**config.mk**
```make
export PLATFORM = sky130hd
export DESIGN_NAME = gnn_layer_seq_flat
export DESIGN_NICKNAME = d
export VERILOG_FILES = /design/src/rtl/gnn_layer_seq_if.sv /design/src/rtl/gnn_layer_seq.sv /design/src/flat_wrapper.sv
export SDC_FILE = /design/constraint.sdc
export NUM_CORES = 1
export LEC_CHECK = 0
export ABC_AREA = 1
export CORE_UTILIZATION = 50
export CTS_BUF_LIST = sky130_fd_sc_hd__clkbuf_16
export CTS_CLUSTER_SIZE = 8
export DETAILED_ROUTE_END_ITERATION = 16
export PLACE_DENSITY = 0.69
export SLEW_MARGIN = 20
export SYNTH_ARGS = -nofsm -noshare
export SYNTH_HDL_FRONTEND = slang
export SYNTH_SLANG_ARGS = --single-unit
```
**constraint.sdc**
```tcl
create_clock -name clk -period 6.5 [get_ports clk]
set_input_delay 0.65 -clock clk [delete_from_list [all_inputs] [get_ports clk]]
set_output_delay 0.65 -clock clk [all_outputs]
set_load 0.01 [all_outputs]
```
**src/rtl/gnn_layer_seq_if.sv**
```systemverilog
// Stream/config bundle for gnn_layer_seq: feature input stream, adjacency and
// weight configuration, and the result output stream with status flags.
interface gnn_layer_seq_if #(
  parameter int NUM_NODES = 4,
  parameter int IN_FEAT   = 4,
  parameter int OUT_FEAT  = 2,
  parameter int DATA_W    = 5,
  parameter int W_W       = 5,
  parameter int ACC_W     = 21
);
  localparam int NW = (NUM_NODES > 1) ? $clog2(NUM_NODES) : 1;
  localparam int OW = (OUT_FEAT > 1) ? $clog2(OUT_FEAT) : 1;

  logic                              in_valid;
  logic                              in_ready;
  logic signed [DATA_W-1:0]          in_data;
  logic [NUM_NODES*NUM_NODES-1:0]    adj;
  logic [IN_FEAT*OUT_FEAT*W_W-1:0]   weights;
  logic                              out_valid;
  logic                              out_ready;
  logic signed [ACC_W-1:0]           out_data;
  logic [NW-1:0]                     out_node;
  logic [OW-1:0]                     out_feat;
  logic                              busy;
  logic                              done;

  modport master (
    output in_valid, in_data, adj, weights, out_ready,
    input  in_ready, out_valid, out_data, out_node, out_feat, busy, done
  );

  modport slave (
    input  in_valid, in_data, adj, weights, out_ready,
    output in_ready, out_valid, out_data, out_node, out_feat, busy, done
  );
endinterface

```
**src/rtl/gnn_layer_seq.sv**
```systemverilog
// Time-multiplexed graph-convolution layer: buffer features, aggregate over adj,
// multiply by weights on one shared MAC. Optional ReLU via GNN_LAYER_RELU_EN.
module gnn_layer_seq #(
  parameter int NUM_NODES = 4,
  parameter int IN_FEAT   = 4,
  parameter int OUT_FEAT  = 2,
  parameter int DATA_W    = 5,
  parameter int W_W       = 5,
  parameter int ACC_W     = 21
) (
  input logic          clk,
  input logic          rst,
  gnn_layer_seq_if.slave bus
);
  localparam int AGG_W  = DATA_W + $clog2(NUM_NODES);
  localparam int PROD_W = AGG_W + W_W;
  localparam int NW     = (NUM_NODES > 1) ? $clog2(NUM_NODES) : 1;
  localparam int FW     = (IN_FEAT > 1) ? $clog2(IN_FEAT) : 1;
  localparam int OW     = (OUT_FEAT > 1) ? $clog2(OUT_FEAT) : 1;
  localparam logic [NW-1:0] N_LAST = NW'(NUM_NODES - 1);
  localparam logic [FW-1:0] F_LAST = FW'(IN_FEAT - 1);
  localparam logic [OW-1:0] O_LAST = OW'(OUT_FEAT - 1);

  typedef enum logic [1:0] {S_LOAD, S_AGGR, S_MAC, S_OUT} state_t;

  state_t                  state_q, state_d;
  logic [NW-1:0]           n_q, n_d, m_q, m_d;
  logic [FW-1:0]           f_q, f_d;
  logic [OW-1:0]           o_q, o_d;
  logic signed [ACC_W-1:0] acc_q, acc_d, out_q, out_d;
  logic                    done_c, x_we, agg_we;

  logic signed [DATA_W-1:0] x_mem   [NUM_NODES][IN_FEAT];
  logic signed [AGG_W-1:0]  agg_mem [NUM_NODES][IN_FEAT];
  logic                     adj_arr [NUM_NODES][NUM_NODES];
  logic signed [W_W-1:0]    w_arr   [IN_FEAT][OUT_FEAT];

  logic signed [PROD_W-1:0] prod;
  logic signed [ACC_W-1:0]  term_ext, prod_ext, aggr_sum, mac_sum;

  function automatic logic signed [ACC_W-1:0] fmt_out(input logic signed [ACC_W-1:0] a);
`ifdef GNN_LAYER_RELU_EN
    return a[ACC_W-1] ? '0 : a;
`else
    return a;
`endif
  endfunction

  always_comb begin
    for (int n = 0; n < NUM_NODES; n++)
      for (int m = 0; m < NUM_NODES; m++)
        adj_arr[n][m] = bus.adj[n*NUM_NODES+m];
    for (int f = 0; f < IN_FEAT; f++)
      for (int o = 0; o < OUT_FEAT; o++)
        w_arr[f][o] = bus.weights[(f*OUT_FEAT+o)*W_W +: W_W];
  end

  // Aggregation adds a masked neighbour feature; MAC adds agg*w, both wrap mod 2^ACC_W.
  assign term_ext = adj_arr[n_q][m_q] ? ACC_W'(x_mem[m_q][f_q]) : '0;
  assign prod     = agg_mem[n_q][f_q] * w_arr[f_q][o_q];
  assign prod_ext = ACC_W'(prod);
  assign aggr_sum = acc_q + term_ext;
  assign mac_sum  = acc_q + prod_ext;

  always_comb begin
    state_d = state_q;
    n_d     = n_q;
    m_d     = m_q;
    f_d     = f_q;
    o_d     = o_q;
    acc_d   = acc_q;
    out_d   = out_q;
    done_c  = 1'b0;
    x_we    = 1'b0;
    agg_we  = 1'b0;
    case (state_q)
      S_LOAD: begin
        acc_d = '0;
        if (bus.in_valid) begin
          x_we = 1'b1;
          if (f_q == F_LAST) begin
            f_d = '0;
            if (n_q == N_LAST) begin
              n_d     = '0;
              state_d = S_AGGR;
            end else n_d = n_q + 1'b1;
          end else f_d = f_q + 1'b1;
        end
      end
      S_AGGR: begin
        if (m_q == N_LAST) begin
          agg_we = 1'b1;
          acc_d  = '0;
          m_d    = '0;
          if (f_q == F_LAST) begin
            f_d = '0;
            if (n_q == N_LAST) begin
              n_d     = '0;
              o_d     = '0;
              state_d = S_MAC;
            end else n_d = n_q + 1'b1;
          end else f_d = f_q + 1'b1;
        end else begin
          acc_d = aggr_sum;
          m_d   = m_q + 1'b1;
        end
      end
      S_MAC: begin
        if (f_q == F_LAST) begin
          f_d     = '0;
          acc_d   = '0;
          out_d   = fmt_out(mac_sum);
          state_d = S_OUT;
        end else begin
          acc_d = mac_sum;
          f_d   = f_q + 1'b1;
        end
      end
      S_OUT: begin
        if (bus.out_ready) begin
          state_d = S_MAC;
          if (o_q == O_LAST) begin
            o_d = '0;
            if (n_q == N_LAST) begin
              n_d     = '0;
              done_c  = 1'b1;
              state_d = S_LOAD;
            end else n_d = n_q + 1'b1;
          end else o_d = o_q + 1'b1;
        end
      end
      default: state_d = S_LOAD;
    endcase
  end

  always_ff @(posedge clk or posedge rst) begin
    if (rst) begin
      state_q <= S_LOAD;
      n_q     <= '0;
      m_q     <= '0;
      f_q     <= '0;
      o_q     <= '0;
      out_q   <= '0;
    end else begin
      state_q <= state_d;
      n_q     <= n_d;
      m_q     <= m_d;
      f_q     <= f_d;
      o_q     <= o_d;
      out_q   <= out_d;
    end
  end

  // Datapath storage carries no reset; acc is cleared every LOAD cycle instead.
  always_ff @(posedge clk) begin
    acc_q <= acc_d;
    if (x_we)   x_mem[n_q][f_q]   <= bus.in_data;
    if (agg_we) agg_mem[n_q][f_q] <= aggr_sum[AGG_W-1:0];
  end

  assign bus.in_ready  = (state_q == S_LOAD) && !rst;
  assign bus.out_valid = (state_q == S_OUT);
  assign bus.out_data  = out_q;
  assign bus.out_node  = n_q;
  assign bus.out_feat  = o_q;
  assign bus.busy      = (state_q != S_LOAD);
  assign bus.done      = done_c;
endmodule
```
**src/flat_wrapper.sv**
```systemverilog
// flat-port wrapper written by rule: the top's interface ports become plain ports
module gnn_layer_seq_flat 
#(
  parameter int NUM_NODES = 4,
  parameter int IN_FEAT   = 4,
  parameter int OUT_FEAT  = 2,
  parameter int DATA_W    = 5,
  parameter int W_W       = 5,
  parameter int ACC_W     = 21
)
  (clk, rst, bus_in_valid, bus_in_data, bus_adj, bus_weights, bus_out_ready, bus_in_ready, bus_out_valid, bus_out_data, bus_out_node, bus_out_feat, bus_busy, bus_done);
  gnn_layer_seq_if #(.NUM_NODES(NUM_NODES), .IN_FEAT(IN_FEAT), .OUT_FEAT(OUT_FEAT), .DATA_W(DATA_W), .W_W(W_W), .ACC_W(ACC_W)) bus_i ();
  input logic clk;
  input logic rst;
  input wire logic [$bits(bus_i.in_valid)-1:0] bus_in_valid;
  input wire logic [$bits(bus_i.in_data)-1:0] bus_in_data;
  input wire logic [$bits(bus_i.adj)-1:0] bus_adj;
  input wire logic [$bits(bus_i.weights)-1:0] bus_weights;
  input wire logic [$bits(bus_i.out_ready)-1:0] bus_out_ready;
  output wire logic [$bits(bus_i.in_ready)-1:0] bus_in_ready;
  output wire logic [$bits(bus_i.out_valid)-1:0] bus_out_valid;
  output wire logic [$bits(bus_i.out_data)-1:0] bus_out_data;
  output wire logic [$bits(bus_i.out_node)-1:0] bus_out_node;
  output wire logic [$bits(bus_i.out_feat)-1:0] bus_out_feat;
  output wire logic [$bits(bus_i.busy)-1:0] bus_busy;
  output wire logic [$bits(bus_i.done)-1:0] bus_done;
  assign bus_i.in_valid = bus_in_valid;
  assign bus_i.in_data = bus_in_data;
  assign bus_i.adj = bus_adj;
  assign bus_i.weights = bus_weights;
  assign bus_i.out_ready = bus_out_ready;
  assign bus_in_ready = bus_i.in_ready;
  assign bus_out_valid = bus_i.out_valid;
  assign bus_out_data = bus_i.out_data;
  assign bus_out_node = bus_i.out_node;
  assign bus_out_feat = bus_i.out_feat;
  assign bus_busy = bus_i.busy;
  assign bus_done = bus_i.done;
  gnn_layer_seq #(.NUM_NODES(NUM_NODES), .IN_FEAT(IN_FEAT), .OUT_FEAT(OUT_FEAT), .DATA_W(DATA_W), .W_W(W_W), .ACC_W(ACC_W)) u_core (.clk(clk), .rst(rst), .bus(bus_i));
endmodule
```
**Metal 1**

Scale bar: 50 um. Supply wires on this layer in gray.
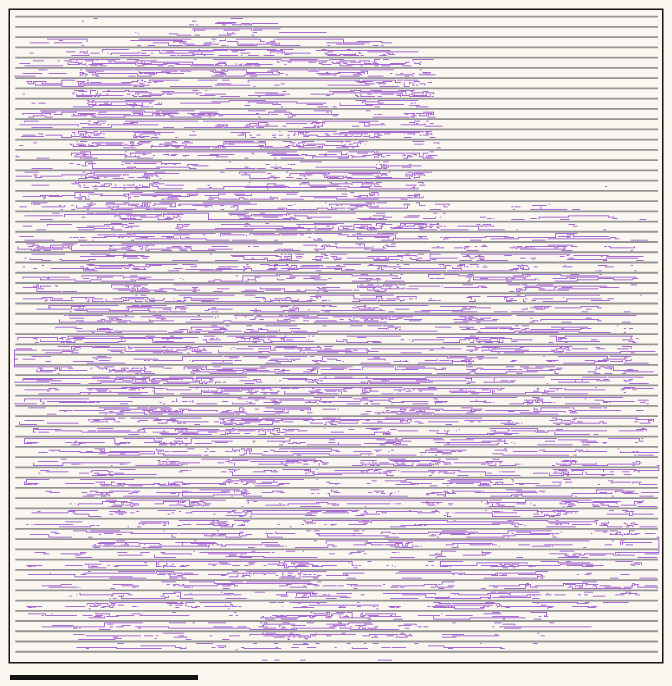
wire length on this layer: 16600 um
longest straight run: 63.9 um
main direction: horizontal
share of all routed wire: 43%
total wire length: 38400 um
GR Layer Usage met1: 36.6%
Vias: 11200

**Signal wires on met2**

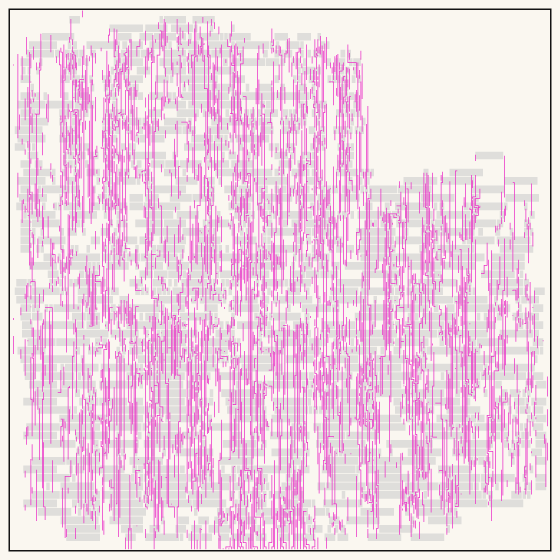
longest straight run: 60.9 um
nets with wire on the layer: 1439
share of all routed wire: 45%
main direction: vertical
met2 routing resource usage after global routing: 40.7%

**Signal wires on met3**

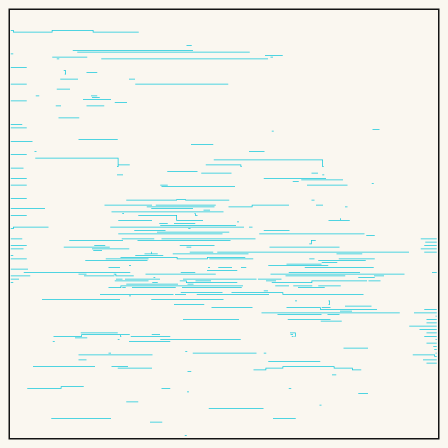
main direction: horizontal
nets with wire on the layer: 169
share of all routed wire: 8.5%
longest straight run: 77.3 um
GRT met3 Usage: 5.32%

**Metal 4**

Scale bar: 50 um. Supply wires on this layer in gray.
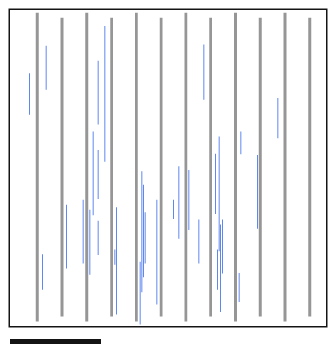
main direction: vertical
nets with wire on the layer: 25
longest straight run: 74.1 um
wire length on this layer: 1090 um
share of all routed wire: 2.8%

==> run notes <==
Main metrics from the flow reports.

The total of warnings raised by yosys is 0. The register with the highest flop count is u_core.agg_mem. Counting cells, the worst reg-to-reg path comes to 21. The layout report lists the non-clock buffer share of cell area as 6.58%.

The number of endpoints failing setup at the final stage is 0. The final layout contains a sequential cell count of 243.

The post-cts gate resize count came out at 0. The antenna cell count is 0. The cell sitting at the root of the clock tree is a sky130_fd_sc_hd__clkbuf_16.

The flip-flop count of the largest register after layout came out at 112. The share of the final layout cell area in multi-input gates is 39.0%. The complex-gate fraction of the synthesized area is 12.2%. The combined flip-flop and latch cell area is 7150 um^2. The share of synthesized area occupied by flip-flops and latches came out at 48.8%. The wire length of the first global-routing pass is 60700 um. The script logs the mean routed wire length per placed instance as 19.1 um. Once the floorplan was initialized, standard cells occupied 50.9% of the core. The die outline height came out at roughly 170 um. The worst path buffer plus inverter count came out at 4. The share of cells above drive strength 1 came out at 7.15%.

The final critical delay including setup and external delays is about 5.8 ns. The final-layout setup total negative slack came out at 0 ns. The chip occupies ~30000 um^2.

The destination of the worst register-to-register timing path is u_core.acc_q[18]. The number of cells on the worst hold path is listed as 2. The data arrival time of the worst path is 6.03 ns. The clock network takes up 6.28% of total cell area after layout. Per STA, the endpoint of the critical path is u_core.acc_q[18]. On the critical path the largest part of the delay comes from adder cells. The synthesized netlist cell count is roughly 1500. Row generation in the floorplan step produced 62 rows. The number of H-tree branching levels is 2.

Endpoints failing hold in the final report were tallied at 0. Counting the inverters off the clock network in the layout gives 141. The area recorded from the Yosys report for this design is 14600 um^2. The number of I/O pins came out at ~93. The total CTS buffers is 36. The cell-mix breakdown from Yosys lists the adder-cell area share as 14.9%. According to the floorplan report, the die width is 173 um.

The total placed instance area is 15900 um^2. The post-route met1 wirelength is 16600 um. The fraction of the core area covered by cells at the end of the flow is 58.9%.

The layout filler cell count is 2397. The worst clock skew came out at roughly 0.013 ns. The worst flop-to-flop path startpoint is u_core.bus.out_node[0].

The startpoint type of the worst setup path is a register. Entering global routing, the biggest net connects just under 70 pins. The multi-input combinational gate total is between 1000 and 1500. Setup repair after global routing left no endpoint under its margin. The largest fanout on the critical path came out at 67.

Derived from the worst setup path, the maximum achievable clock frequency is roughly 170 MHz. The synthesized design contains 213 enable-type register cells. Of the total synthesized cell area, the portion taken by XOR and XNOR cells is between 1 and 1.5%.

Once detail routing completed, the nets flagged for antenna violations numbered 0. The number of nets produced by synthesis is roughly 1700. Per the synth log, the flip-flop and latch total comes to about 240. In the final layout, the registers with the most flip-flops are u_core.agg_mem: 112 flops, u_core.x_mem: 80 flops. The buffer count from post-CTS setup fixing is 0. The via density per instance is 5.59.

The routing layer with the top usage in global route is met2. The worst hold path begins at u_core.bus.out_data[17]. Yosys attributes the largest share of cell area to sky130_fd_sc_hd__edfxtp_1 44%, sky130_fd_sc_hd__fa_1 8.3%, sky130_fd_sc_hd__nand2_1 6.9%, sky130_fd_sc_hd__ha_1 6.6%, sky130_fd_sc_hd__nor2_1 5.2%. The sequential fraction of total cell area came out at 42.2%. In the post-route analysis, the smallest setup slack over all paths is about 0.69 ns. The setup slack of the most critical reg-to-reg path came out at 0.69 ns. The via count of the first global-routing pass came out at roughly 11000.

The required time of the critical path came out at 6.72 ns. For reference, the final report shows the max-slew violation count at 0. The worst setup slack after placement is just over 0.6 ns.

The run finished with clean final reports. The final design area excluding fillers came out at 17000 um^2. The min-delay analysis places its worst path in the category register to register. Routed signal wires occupy layers up through met4.

The critical path goes through buf_4 > o21ai_0 > o221ai_1 > nand3_1 > nand2_1 > inv_2 > nor2_1 > inv_1 > fa_1 > inv_1 > fa_1 > fa_1 > ha_1 > ha_1 > a21oi_1 > o21a_1 > nor2_1 > nor3_1 > nand3_1 > nand3_1 > a21oi_1. Per the post-CTS timing run, clock transition at the registers of the reported paths is around 0.060 ns. The total placed cells including tap cells came out at a little under 2000. The critical path startpoint is u_core.bus.out_node[0]. The hold-fix buffer count after cts came out at 0. The final cycle utilization of the critical path is 89.4%.

Per the skew report, the later register of the worst-skew pair sees a clock latency of 0.51 ns. In the synthesized netlist, the cells that appear most often are 271 x sky130_fd_sc_hd__nand2_1, 213 x sky130_fd_sc_hd__edfxtp_1, 204 x sky130_fd_sc_hd__nor2_1. The placement summary gives the final routability congestion estimate as 0.940.

The yosys stat cell total is 1498. The count of buffers from port buffering is 92. Per the STA report, the cell with the highest stage delay on the worst path is sky130_fd_sc_hd__fa_1.

Across the placement rows, the number of tap cells is 384. Of all cell types, the one taking the most synthesized area is sky130_fd_sc_hd__edfxtp_1. The detailed router reports a met3 wire length of 3260 um. Per the synth stats, the flop cell with the highest instance count is sky130_fd_sc_hd__edfxtp_1.

After synthesis, the share of cell area in mux cells is 0%. The wire-length estimate of the detail-placed layout is 27600 um. The relative slew slack came out at between 30% and 40%. Across all hold checks on the routed design, the worst slack comes to 0.479 ns. The layout report lists the multi-input gate area as 6610 um^2. The area fraction of the largest cell type after synthesis is 43.7%. The number of different library cells in the post-synthesis netlist is 47. The wire length on met2 came out at 17500 um. The residual overflow from global routing is 0. Of the combinational cells, the family taking the most area is simple AND/OR/NAND/NOR gates. The total stage count of the critical path came out at 21. In the hold report, the worst path ends at u_core.bus.out_data[17]. The leading cell category by total area is sequential cells.

The number of remaining DRC errors came out at 0. Of the total synthesized cell area, the portion taken by AND, OR, NAND and NOR gates is 16.9%. The final layout report lists a clock buffer count of 38. The library cell used most frequently in the layout, excluding fill and tap cells, is sky130_fd_sc_hd__nand2_1.

Ranking logic cells in the layout by count gives the top entries 271 x sky130_fd_sc_hd__nand2_1, 213 x sky130_fd_sc_hd__edfxtp_1, 204 x sky130_fd_sc_hd__nor2_1. The buffer levels on the longest clock path came out at 3. The number of antenna violations at the first check in global routing came out at 0. The CTS tree is built. For reference, the most critical setup path is categorized as register to register.
